===== src/rtl/zipo_mem_arbiter_pkg.sv =====
// Shared definitions for the IF/LS memory port arbiter.
// Access direction, FSM state and owner codes plus a width helper.
package zipo_mem_arbiter_pkg;

    localparam logic MEM_RD = 1'b0;
    localparam logic MEM_WR = 1'b1;

    typedef enum logic {
        ARB_IDLE = 1'b0,
        ARB_BUSY = 1'b1
    } arb_state_e;

    typedef enum logic {
        OWN_IF = 1'b0,
        OWN_LS = 1'b1
    } arb_own_e;

    function automatic int width_for(input int max_val);
        return (max_val < 2) ? 1 : $clog2(max_val + 1);
    endfunction

endpackage


===== src/rtl/zipo_arb_pick.sv =====
// Stateless requester pick: LS wins conflicts unless IF
// has been passed over STARVE_MAX times in a row.
module zipo_arb_pick #(
    parameter int STARVE_MAX = 4,
    parameter int SW         = 3
) (
    input  logic          if_req,
    input  logic          ls_req,
    input  logic [SW-1:0] starve_cnt,
    output logic          grant_if,
    output logic          grant_ls
);

    logic starved;

    assign starved = (starve_cnt == SW'(STARVE_MAX));

    always_comb begin
        grant_if = 1'b0;
        grant_ls = 1'b0;
        unique case (1'b1)
            (if_req && !ls_req): grant_if = 1'b1;
            (!if_req && ls_req): grant_ls = 1'b1;
            (if_req && ls_req): begin
                if (starved) grant_if = 1'b1;
                else         grant_ls = 1'b1;
            end
            default: ;
        endcase
    end

endmodule


===== src/rtl/zipo_mem_arbiter.sv =====
// Single 64-bit memory port shared between fetch and load/store,
// one access in flight, LS priority with IF starvation guard.
module zipo_mem_arbiter
    import zipo_mem_arbiter_pkg::*;
#(
    parameter int ADDR_W     = 64,
    parameter int DATA_W     = 64,
    parameter int MEM_LAT    = 1,
    parameter int STARVE_MAX = 4
) (
    input  logic              clk,
    input  logic              rst_n,
    input  logic              if_req,
    input  logic [ADDR_W-1:0] if_addr,
    output logic              if_gnt,
    output logic              if_rvalid,
    output logic [DATA_W-1:0] if_rdata,
    input  logic              ls_req,
    input  logic              ls_we,
    input  logic [ADDR_W-1:0] ls_addr,
    input  logic [DATA_W-1:0] ls_wdata,
    output logic              ls_gnt,
    output logic              ls_ack,
    output logic [DATA_W-1:0] ls_rdata,
    output logic              mem_en,
    output logic              mem_rw,
    output logic [ADDR_W-1:0] mem_addr,
    output logic [DATA_W-1:0] mem_write,
    input  logic [DATA_W-1:0] mem_read
);

    localparam int SW = width_for(STARVE_MAX);
    localparam int CW = width_for(MEM_LAT);

    arb_state_e    state;
    arb_own_e      owner;
    logic [CW-1:0] cnt;
    logic [SW-1:0] starve_cnt;
    logic          grant_if;
    logic          grant_ls;

    zipo_arb_pick #(
        .STARVE_MAX (STARVE_MAX),
        .SW         (SW)
    ) u_pick (
        .if_req     (if_req),
        .ls_req     (ls_req),
        .starve_cnt (starve_cnt),
        .grant_if   (grant_if),
        .grant_ls   (grant_ls)
    );

    // cnt counts down to 0; mem_read is valid in the cycle it reads 0
    always_ff @(posedge clk or negedge rst_n) begin
        if (!rst_n) begin
            state      <= ARB_IDLE;
            owner      <= OWN_IF;
            cnt        <= '0;
            starve_cnt <= '0;
            if_gnt     <= 1'b0;
            if_rvalid  <= 1'b0;
            if_rdata   <= '0;
            ls_gnt     <= 1'b0;
            ls_ack     <= 1'b0;
            ls_rdata   <= '0;
            mem_en     <= 1'b0;
            mem_rw     <= MEM_RD;
            mem_addr   <= '0;
            mem_write  <= '0;
        end else begin
            if_gnt    <= 1'b0;
            ls_gnt    <= 1'b0;
            mem_en    <= 1'b0;
            if_rvalid <= 1'b0;
            ls_ack    <= 1'b0;
            unique case (state)
                ARB_IDLE: begin
                    mem_rw <= MEM_RD;
                    if (grant_if) begin
                        owner      <= OWN_IF;
                        if_gnt     <= 1'b1;
                        mem_en     <= 1'b1;
                        mem_addr   <= if_addr;
                        cnt        <= CW'(MEM_LAT);
                        starve_cnt <= '0;
                        state      <= ARB_BUSY;
                    end else if (grant_ls) begin
                        owner     <= OWN_LS;
                        ls_gnt    <= 1'b1;
                        mem_en    <= 1'b1;
                        mem_rw    <= ls_we ? MEM_WR : MEM_RD;
                        mem_addr  <= ls_addr;
                        mem_write <= ls_wdata;
                        cnt       <= CW'(MEM_LAT);
                        state     <= ARB_BUSY;
                        if (if_req && starve_cnt != SW'(STARVE_MAX))
                            starve_cnt <= starve_cnt + 1'b1;
                    end
                end
                ARB_BUSY: begin
                    if (cnt == '0) begin
                        state  <= ARB_IDLE;
                        mem_rw <= MEM_RD;
                        if (owner == OWN_IF) begin
                            if_rdata  <= mem_read;
                            if_rvalid <= 1'b1;
                        end else begin
                            ls_ack <= 1'b1;
                            if (mem_rw == MEM_RD)
                                ls_rdata <= mem_read;
                        end
                    end else begin
                        cnt <= cnt - 1'b1;
                    end
                end
                default: state <= ARB_IDLE;
            endcase
        end
    end

endmodule

===== config.mk =====
export PLATFORM = sky130hd
export DESIGN_NAME = zipo_mem_arbiter
export DESIGN_NICKNAME = d
export VERILOG_FILES = /design/src/rtl/zipo_mem_arbiter_pkg.sv /design/src/rtl/zipo_arb_pick.sv /design/src/rtl/zipo_mem_arbiter.sv
export SDC_FILE = /design/constraint.sdc
export NUM_CORES = 1
export LEC_CHECK = 0
export ABC_CLOCK_PERIOD_IN_PS = 4000
export CORE_ASPECT_RATIO = 0.5
export CORE_MARGIN = 5
export CORE_UTILIZATION = 30
export CTS_BUF_LIST = sky130_fd_sc_hd__clkbuf_2
export CTS_CLUSTER_SIZE = 10
export DETAILED_ROUTE_END_ITERATION = 7
export GPL_TIMING_DRIVEN = 1
export PLACE_DENSITY = 0.72
export REMOVE_ABC_BUFFERS = 1
export SYNTH_ARGS = -nofsm -noshare
export SYNTH_HDL_FRONTEND = slang
export SYNTH_SLANG_ARGS = --single-unit

===== constraint.sdc =====
create_clock -name clk -period 4 [get_ports clk]
set_input_delay 0.8 -clock clk [delete_from_list [all_inputs] [get_ports clk]]
set_output_delay 0.8 -clock clk [all_outputs]
set_load 0.005 [all_outputs]

**Run 1: metal layers overlaid**

Scale bar: 100 µm.
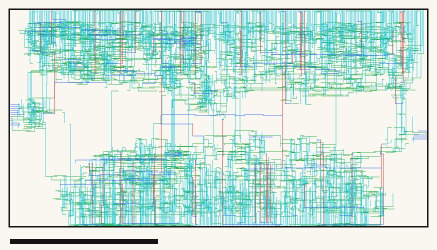
metal 3 -> blue  # wire length 1720 µm
metal 4 -> red  # wire length 1880 µm
metal 1 -> green  # wire length 14800 µm
metal 2 -> cyan  # wire length 22.7 mm
All-Layer GR Usage: 19.5%
overall via count from detail_route: 8844
wire length per cell: 21.8 µm
final WL: 41.1 mm

**Run 1: congestion heat map**

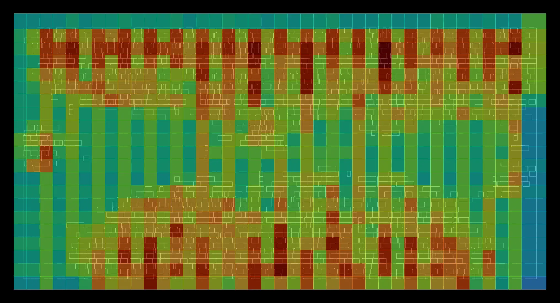
met2 global-route usage: 35.4%
layer carrying the most global-route usage: met2
routing usage on met1: 21.2%
M3 GR Usage: 4.69%
Util after Layout: 47.9%

**Run 1: close-up of the layout**

Scale bar: 5 µm. Window x 131 to 151, y 92 to 112 µm. Cells in gray, sequential cells in the stronger gray; small squares are vias.
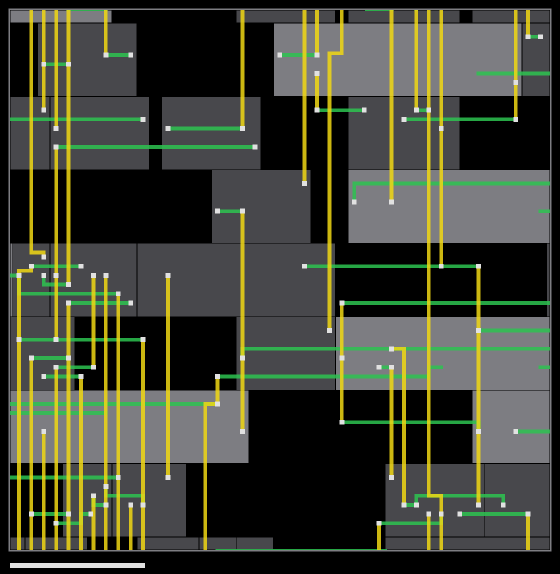
metal 1 -> green
metal 2 -> yellow
most frequent = clkdlybuf4s50_1 (5), dfrtp_1 (4)
sequential cells in the window = 4
netlist names of flops here include = mem_write (2)
cells with their middle in the window = 17

**Run 1: selected gate families**

Scale bar: 100 µm.
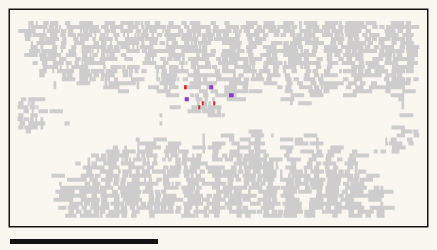
inverters -> red  # cells 4, most used inv_1, where center
AND and OR gates -> purple  # cells 3, most used and2_2

==> run 1: placed cells by master, fill, tap and decap left out, types with 3 or more instances in the layout <==
master | synthesis | routed
inv_2 | 1 | 3
nor2_1 | 3 | 3
buf_12 | 7 | 7
o211ai_1 | 64 | 64
nand4_1 | 64 | 64
mux2_4 | 60 | 60
clkdlybuf4s50_1 | 0 | 520
nand2_1 | 132 | 132
mux2_2 | 132 | 132
clkbuf_2 | 0 | 99
clkinv_1 | 0 | 6
buf_4 | 7 | 7
dfrtp_1 | 268 | 268
clkinv_2 | 0 | 7
inv_1 | 3 | 3
nand2b_1 | 3 | 3
==> flow_summary.yaml, run 1 <==
# implementation run metrics
power:
  ir_worst_vdd_uv: 298
  pg_clk_w: 0.00195
  switching_share_pct: 32.8
die:
  dieArea_um2: 41200
  die_w_um: 282
  rows: 49
logic_synthesis:
  yosys_warnings: 0
  syn-cell-area_um2: 11100
  topCellsByArea: "dfrtp_1, mux2_2, mux2_4"
  yosysMostFrequentCell: "dfrtp_1"
  synth_top_area_share_pct: 60.4
  simple_gate_share_pct: 8.91
worst_setup_path:
  path_buffers: 1
  slowest_stage: "clkdlybuf4s50_1"
  worstPathRequired_ns: 3.20
  critical_path_class: "register to primary output"
  critPathLaunchType: "register"
  r2r-start: "cnt$_DFFE_PN0P_"
  timing.rr.end: "ls_rdata[11]$_DFFE_PN0P_"
  crit_cells: 1
  path_max_fanout: 2
cells_and_area:
  seq_share_pct: 38.7
  drive_gt1_share_pct: 23.2
  inverters: 4
  syn_to_final_growth_pct: 56.2
clock_tree:
  cts_buffers: 67
  cts_root_buffer: "clkbuf_2"
  clock_path_buffers: 3
placement:
  pre_cts_ws_ns: 1.26
  post_dp_cell_area_um2: 16700
global_routing:
  overflow: 0
status:
  run_status: "completed"
timing:
  final.min_clock_period_ns: 2.73
**Run 1: register map, names as in the netlist**

Scale bar: 100 µm. Other sequential cells in the stronger gray, the rest of the logic in the fainter gray.
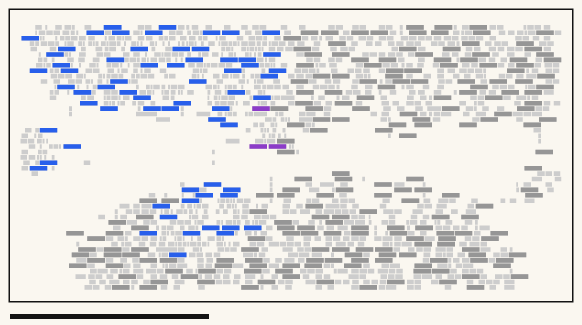

==> run 2, diff against run 1 <==
--- a/config.mk
+++ b/config.mk
@@ -5,7 +5,7 @@
 export SDC_FILE = /design/constraint.sdc
 export NUM_CORES = 1
 export LEC_CHECK = 0
-export ABC_CLOCK_PERIOD_IN_PS = 4000
+export ABC_CLOCK_PERIOD_IN_PS = 2800
 export CORE_ASPECT_RATIO = 0.5
 export CORE_MARGIN = 5
 export CORE_UTILIZATION = 30
==> constraint.sdc (replaced) <==
create_clock -name clk -period 2.8 [get_ports clk]
set_input_delay 0.56 -clock clk [delete_from_list [all_inputs] [get_ports clk]]
set_output_delay 0.56 -clock clk [all_outputs]
set_load 0.005 [all_outputs]
**Run 2: register map, names as in the netlist**

Scale bar: 100 µm. Other sequential cells in the stronger gray, the rest of the logic in the fainter gray.
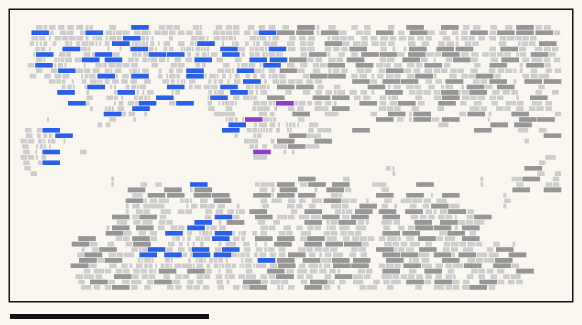
starve_cnt -> purple  # sequential cells 3
mem_addr -> blue  # sequential cells 64
not colored = 201
seq pwr: 0.00701 W
flop share of the area: 38.5%
Util after Layout: 48.0%
register area: 6710 µm²

==> flow_summary.yaml, run 2 <==
# implementation run metrics
worst_setup_path:
  r2r-start: "starve_cnt[0]$_DFFE_PN0P_"
  path_max_fanout: 2
  path_buffers: 1
  slowest_stage: "clkdlybuf4s50_1"
  timing.rr.end: "mem_addr[44]$_DFFE_PN0P_"
  critPathLaunchType: "register"
  crit_cells: 1
logic_synthesis:
  syn-cell-area_um2: 11100
  yosys_warnings: 0
  synth_top_area_share_pct: 60.4
  yosysMostFrequentCell: "dfrtp_1"
cells_and_area:
  inverters: 4
  final_cell_mix: "clkdlybuf4s50_1, dfrtp_1, nand2_1, mux2_2, clkbuf_2"
  drive_gt1_share_pct: 23.0
  lay_top_count: "clkdlybuf4s50_1"
  syn_to_final_growth_pct: 56.7
clock_tree:
  cts_root_buffer: "clkbuf_2"
  cts_buffers: 69
  clock_path_buffers: 3
die:
  die_w_um: 282
  rows: 49
  dieArea_um2: 41200
status:
  run_status: "completed"
route:
  vias: 8965
placement:
  post_dp_cell_area_um2: 16800
global_routing:
  grtUsageMet3_pct: 3.51
  grt_use_met2_pct: 35.9
power:
  ir_worst_vdd_uv: 367
**Run 2: metal layers overlaid**

Scale bar: 100 µm.
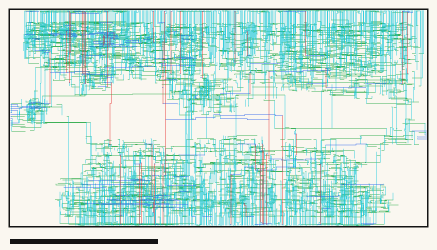
metal 3 -> blue  # wire length 1620 µm
metal 1 -> green  # wire length 14800 µm
metal 4 -> red  # wire length 1580 µm
metal 2 -> cyan  # wire length 23.1 mm
wire length per cell: 21.7 µm
final WL: 41.1 mm
All-Layer GR Usage: 19.3%

==> run 2: cell count changes in the layout (fill, tap and decap cells not counted), sizes merged <==
| cell | before | now |
|---|---|---|
| diode | 2 | 4 |
| inv | 6 | 4 |
| clkinv | 13 | 17 |
| buf | 16 | 18 |
| clkbuf | 99 | 100 |
==> run 2: worst register-to-register path, cell delays in order (launching register included) <==
cell	delay, ns
dfrtp_1	0.42
inv_1	0.08
ha_1	0.19
a21bo_2	0.16
buf_4	0.58
nand4_1	0.23
o211ai_1	0.17
==> run 2: where the power goes <==
part / internal, W / switching (W)
clock: 0.00113 / 0.00169
sequential: 0.00582 / 0.00119
combinational: 0.00583 / 0.00338
==> run 2: timing repair <==
action	4_1_cts	5_1_grt
setup endpoints to repair	0	0
setup buffers	0	0
hold buffers	1	0
endpoints found under the hold margin	79	0
**Run 2: close-up of the layout**

Scale bar: 5 µm. Window x 131 to 151, y 92 to 112 µm. Cells in gray, sequential cells in the stronger gray; small squares are vias.
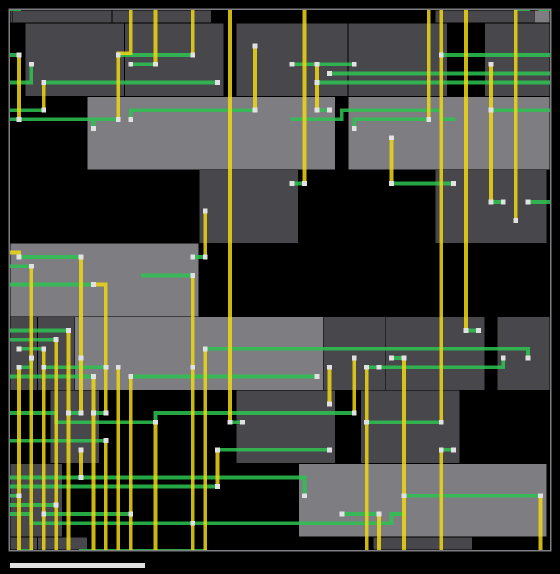

==> run 3, diff against run 2 <==
--- a/config.mk
+++ b/config.mk
@@ -17,4 +17,5 @@
 export REMOVE_ABC_BUFFERS = 1
 export SYNTH_ARGS = -nofsm -noshare
 export SYNTH_HDL_FRONTEND = slang
+export SYNTH_HIERARCHICAL = 1
 export SYNTH_SLANG_ARGS = --single-unit
**Run 3: close-up of the layout**

Scale bar: 5 µm. Window x 130 to 150, y 91 to 111 µm. Cells in gray, sequential cells in the stronger gray; small squares are vias.
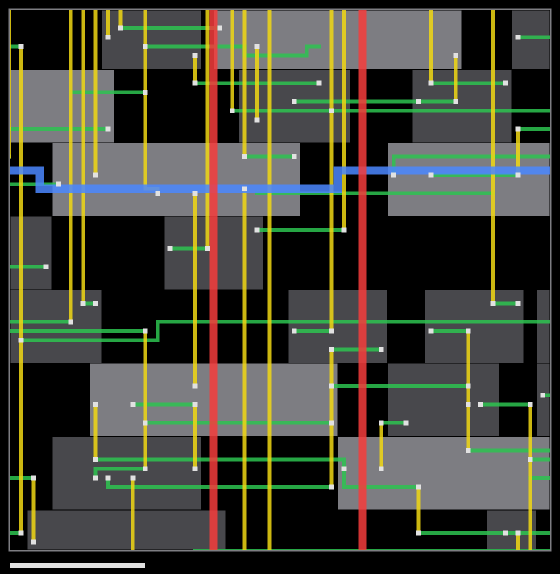
metal 2 -> yellow
metal 3 -> blue
metal 4 -> red
metal 1 -> green
cells with their middle in the window = 16
sequential cells in the window = 5
netlist names of flops here include = mem_write (3)
most frequent = clkdlybuf4s50_1 (6), dfrtp_1 (5), mux2_2 (2)

==> flow_summary.yaml, run 3 <==
# implementation run metrics
cells_and_area:
  final_cell_mix: "clkdlybuf4s50_1, dfrtp_1, clkbuf_2"
  regArea_um2: 6710
  syn_to_final_growth_pct: 59.1
  drive_gt1_share_pct: 19.6
  lay_top_count: "clkdlybuf4s50_1"
  inverters: 5
  post-route-util_pct: 48.3
logic_synthesis:
  yosys_warnings: 6
  topCellsByArea: "dfrtp_1, mux2_2, mux2_4"
  syn-cell-area_um2: 10900
worst_setup_path:
  timing.rr.end: "if_rdata[28]$_DFFE_PN0P_"
  slowest_stage: "clkdlybuf4s50_1"
  worstPathRequired_ns: 2.24
  path_buffers: 1
  r2r-start: "state$_DFF_PN0_"
power:
  comb-power_w: 0.00863
  combPwrFrac_pct: 46.3
  power-top-group: "combinational logic"
  pg_clk_w: 0.00303
clock_tree:
  cts_setup_buffers: 0
  cts_root_buffer: "clkbuf_2"
die:
  rows: 49
  dieArea_um2: 40500
  die_w_um: 280
status:
  run_status: "completed"
global_routing:
  top_usage_layer: "met2"
  grtUsageMet3_pct: 4.83
  use_met1_pct: 19.1
**Run 3: metal layers overlaid**

Scale bar: 100 µm.
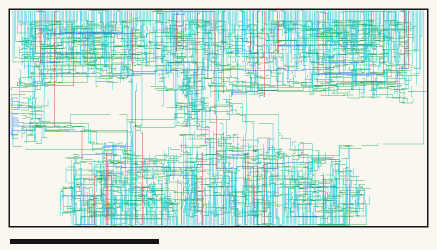
metal 3 -> blue  # wire length 1350 µm
metal 1 -> green  # wire length 13700 µm
metal 4 -> red  # wire length 1440 µm
metal 2 -> cyan  # wire length 21.5 mm
All-Layer GR Usage: 17.7%
overall via count from detail_route: 7992

-- run 3: cell types whose count changed in the layout (fill, tap and decap cells not counted), moves of 3 or more --
| cell | delta |
|---|---|
| o21ai_0 | +62 |
| clkinv_2 | -4 |
| mux2_2 | -49 |
| bufinv_16 | +4 |
| nand2b_1 | -3 |
| clkbuf_2 | -13 |
| mux2i_1 | +64 |
| nand4_1 | -64 |
| o211ai_1 | -64 |
| nand2_1 | -63 |
| mux2_1 | +49 |
-- run 3: stage by stage --
step	worst slack, ns	power [W]	hold slack, ns
after floorplan	-6.63	0.0101	0.264
after global routing	0.132	0.0198	0.0344
after CTS	0.181	0.0190	0.0202
final	0.333	0.0186	0.162
after detailed placement	0.102	0.0158	0.470
after global placement	0.205	0.0155	0.465
No activity file was given, so power comes from the tool's default toggle rates.
